File: config.mk
export PLATFORM = sky130hd
export DESIGN_NAME = mole_sequencer
export DESIGN_NICKNAME = d
export VERILOG_FILES = /design/src/rtl/mole_sequencer.sv
export SDC_FILE = /design/constraint.sdc
export NUM_CORES = 1
export LEC_CHECK = 0
export CORE_UTILIZATION = 55
export CTS_BUF_LIST = sky130_fd_sc_hd__clkbuf_4 sky130_fd_sc_hd__clkbuf_8
export DETAILED_ROUTE_END_ITERATION = 7
export DONT_BUFFER_PORTS = 1
export PLACE_DENSITY = 0.7
export SYNTH_ARGS = -nofsm -noshare
export SYNTH_HDL_FRONTEND = slang
export SYNTH_SLANG_ARGS = --single-unit
File: constraint.sdc
create_clock -name clk -period 3.3 [get_ports clk]
set_input_delay 0.66 -clock clk [delete_from_list [all_inputs] [get_ports clk]]
set_output_delay 0.66 -clock clk [all_outputs]
set_load 0.005 [all_outputs]
File: src/rtl/mole_sequencer.sv
// Whack-a-mole game sequencer: GAP -> SHOW -> GRACE rounds driven by an 8-bit LFSR, scoring validator hits.
// Latency: all outputs registered, one cycle after the sampled inputs; no backpressure, start/hit are sampled levels.
module mole_sequencer #(
    parameter int unsigned WINDOW_CYCLES = 50_000_000,
    parameter int unsigned GAP_CYCLES    = 25_000_000,
    parameter int unsigned ROUNDS        = 16,
    parameter logic [7:0]  LFSR_SEED     = 8'hA5
) (
    input  logic       clk,
    input  logic       rst,
    input  logic       start,
    input  logic       hit,
    output logic [2:0] selector,
    output logic       mole_active,
    output logic [7:0] score,
    output logic [7:0] misses,
    output logic [7:0] round_cnt,
    output logic       game_over
);

    localparam int unsigned TW = 32;
    localparam logic [TW-1:0] GAP_LOAD    = TW'(GAP_CYCLES - 1);
    localparam logic [TW-1:0] WINDOW_LOAD = TW'(WINDOW_CYCLES - 1);
    localparam logic [7:0]    ROUNDS_8    = 8'(ROUNDS);
    localparam logic [2:0]    SEL_NONE    = 3'b111;

    typedef enum logic [2:0] {
        S_IDLE,
        S_GAP,
        S_SHOW,
        S_GRACE,
        S_DONE
    } state_t;

    state_t      state, state_nxt;
    logic [TW-1:0] timer, timer_nxt;
    logic [7:0]  lfsr, lfsr_nxt;
    logic [2:0]  selector_nxt;
    logic        mole_active_nxt;
    logic [7:0]  score_nxt, misses_nxt, round_cnt_nxt;
    logic        game_over_nxt;
    logic        hit_q;

    logic        hit_rise;
    logic        lfsr_fb;
    logic [7:0]  lfsr_step;
    logic [2:0]  mole_idx;
    logic        round_end;
    logic        round_hit;
    logic [7:0]  round_inc;

    assign hit_rise  = hit & ~hit_q;
    assign lfsr_fb   = lfsr[7] ^ lfsr[5] ^ lfsr[4] ^ lfsr[3];
    assign lfsr_step = {lfsr[6:0], lfsr_fb};
    // Fold 5..7 back onto 0..2 so every LFSR value maps to one of five moles.
    assign mole_idx  = (lfsr_step[2:0] <= 3'd4) ? lfsr_step[2:0] : (lfsr_step[2:0] - 3'd5);
    assign round_inc = round_cnt + 8'd1;

    always_ff @(posedge clk or posedge rst) begin
        if (rst) begin
            state       <= S_IDLE;
            timer       <= '0;
            lfsr        <= LFSR_SEED;
            selector    <= SEL_NONE;
            mole_active <= 1'b0;
            score       <= 8'd0;
            misses      <= 8'd0;
            round_cnt   <= 8'd0;
            game_over   <= 1'b0;
            hit_q       <= 1'b0;
        end else begin
            state       <= state_nxt;
            timer       <= timer_nxt;
            lfsr        <= lfsr_nxt;
            selector    <= selector_nxt;
            mole_active <= mole_active_nxt;
            score       <= score_nxt;
            misses      <= misses_nxt;
            round_cnt   <= round_cnt_nxt;
            game_over   <= game_over_nxt;
            hit_q       <= hit;
        end
    end

    always_comb begin
        state_nxt       = state;
        timer_nxt       = timer;
        lfsr_nxt        = lfsr;
        selector_nxt    = selector;
        mole_active_nxt = mole_active;
        score_nxt       = score;
        misses_nxt      = misses;
        round_cnt_nxt   = round_cnt;
        game_over_nxt   = game_over;
        round_end       = 1'b0;
        round_hit       = 1'b0;

        case (state)
            S_IDLE, S_DONE: begin
                if (start) begin
                    state_nxt       = S_GAP;
                    timer_nxt       = GAP_LOAD;
                    lfsr_nxt        = LFSR_SEED;
                    selector_nxt    = SEL_NONE;
                    mole_active_nxt = 1'b0;
                    score_nxt       = 8'd0;
                    misses_nxt      = 8'd0;
                    round_cnt_nxt   = 8'd0;
                    game_over_nxt   = 1'b0;
                end
            end
            S_GAP: begin
                if (timer == '0) begin
                    state_nxt       = S_SHOW;
                    timer_nxt       = WINDOW_LOAD;
                    lfsr_nxt        = lfsr_step;
                    selector_nxt    = mole_idx;
                    mole_active_nxt = 1'b1;
                end else begin
                    timer_nxt = timer - TW'(1);
                end
            end
            S_SHOW: begin
                if (hit_rise) begin
                    round_end = 1'b1;
                    round_hit = 1'b1;
                end else if (timer == '0) begin
                    state_nxt       = S_GRACE;
                    mole_active_nxt = 1'b0;
                end else begin
                    timer_nxt = timer - TW'(1);
                end
            end
            // One extra cycle with the selector held so a hit the validator registered late still counts.
            S_GRACE: begin
                round_end = 1'b1;
                round_hit = hit_rise;
            end
            default: begin
                state_nxt = S_IDLE;
            end
        endcase

        if (round_end) begin
            mole_active_nxt = 1'b0;
            selector_nxt    = SEL_NONE;
            round_cnt_nxt   = round_inc;
            if (round_hit) begin
                if (score != 8'hFF) begin
                    score_nxt = score + 8'd1;
                end
            end else if (misses != 8'hFF) begin
                misses_nxt = misses + 8'd1;
            end
            if (round_inc == ROUNDS_8) begin
                state_nxt     = S_DONE;
                game_over_nxt = 1'b1;
            end else begin
                state_nxt = S_GAP;
                timer_nxt = GAP_LOAD;
            end
        end
    end

endmodule

==> results.json <==
{
  "fp-utilization_pct": 57.1,
  "ys_types": 67,
  "place_ws_ns": 0.429,
  "postCtsResizedCells": 0,
  "worst_r2r_endpoint": "timer[0]",
  "nonClkBufAreaFrac_pct": 2.33,
  "nNonClkBuffers": 14,
  "vias": 3640,
  "worst-setup-path-type": "reg2reg",
  "flop_area_sq_um": 1840,
  "ys_sh_aoi_pct": 19.5,
  "area_leaders": "dfrtp_1 (40%), o21ai_0 (5.9%), nand2_1 (4.9%), dfstp_2 (4.4%), nor2_1 (3.7%)",
  "period_needed_ns": 2.93,
  "dp_cells": 563,
  "syn_nets": 479,
  "synth_top_flop_cell": "dfrtp_1",
  "top_area_share_pct": 39.9,
  "whs_ns": 0.297,
  "wl_per_cell_um": 17.6,
  "outcome": "finished, final reports clean",
  "layout-drive-gt1-share_pct": 12.7,
  "worstMarginPinSlew_ns": 0.860,
  "finish.utilization_pct": 62.1,
  "comb_area_sq_um": 2190,
  "fin_skew_ns": 0.00640,
  "crit_buf_inv": 1,
  "p_leak_nw": 1.98,
  "critPathTopFamily": "simple AND/OR/NAND/NOR gates",
  "antenna_found_initial": 0,
  "biggestCellCategory": "logic gates",
  "ys_cells": 466,
  "crit_chain": "inv_1 > ha_1 > nor4b_1 > nand3_1 > or3_4 > ha_1 > and2_1 > a211oi_1 > a22oi_1 > o2bb2ai_1 > nand3_1",
  "cts.clk_slew.worst_paths_ns": 0.07,
  "cts_tree": "done"
}
-- logic make-up after synthesis --
kind of cell,Yosys count
AND-OR/OR-AND,128
XOR/XNOR,13
adder cells (fa/ha/maj),9
buffers and inverters,26
flip-flops,73
multiplexers,2
AND/OR/NAND/NOR,215
-- registers in the layout, indices dropped and copies added, names as in the netlist --
register     flops
timer           32
lfsr             8
misses           8
round_cnt        8
score            8
selector         3
state            3
game_over        1
hit_q            1
mole_active      1
-- where the power goes --
part	internal (mW)	switching (mW)
Sequential	0.991	0.133
Combinational	0.146	0.174
Clock	0.430	0.342
-- layer usage --
layer | GRT usage, % | up-vias | part of all wire (%)
li1 | - | 1734 | -
met1 | 38.3 | 1762 | 46
met2 | 41.1 | 122 | 46
met3 | 5.22 | 22 | 5.1
met4 | 10.9 | 0 | 2.2
met5 | 0 | - | 0
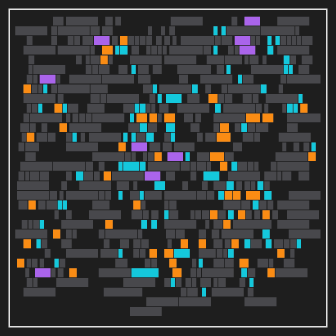
**Above:** gate-type map.
NOR gates: drawn in cyan, cells 75, where spread over the die. adder and majority cells: drawn in purple, cells 9. AND and OR gates: drawn in orange, cells 46.
most frequent logic cell in the layout: dfrtp_1
Post-Layout Cell Count: 579
Comb area share: 48.6%

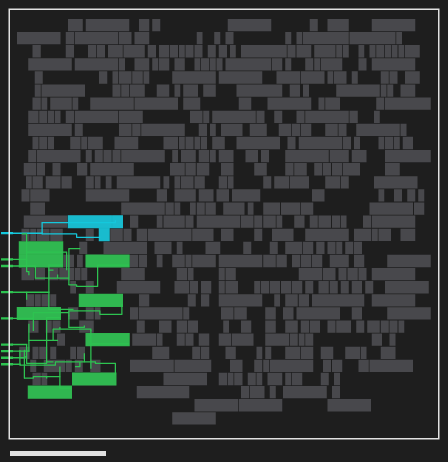
**Above:** I/O nets highlighted.
The bar under the picture is 20 um long.
`misses`: drawn in green, bits 8, direction output, edge left, end cells 8, buffers 0, wire 251 um. `hit`: drawn in cyan, bits 1, direction input, edge left, end cells 3, buffers 0, wire 36.8 um.
I/O Pins: 33
port bufs: 0

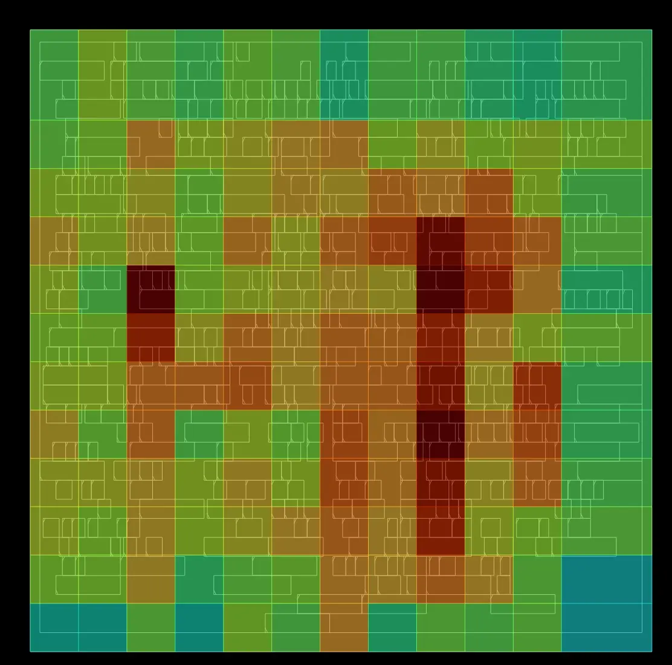
**Above:** congestion heat map.
GR peak layer: met2
overall routing resource usage: 27.1%
grt met3 use: 5.22%
grt met2 use: 41.1%

No activity file was given, so power comes from the tool's default toggle rates.
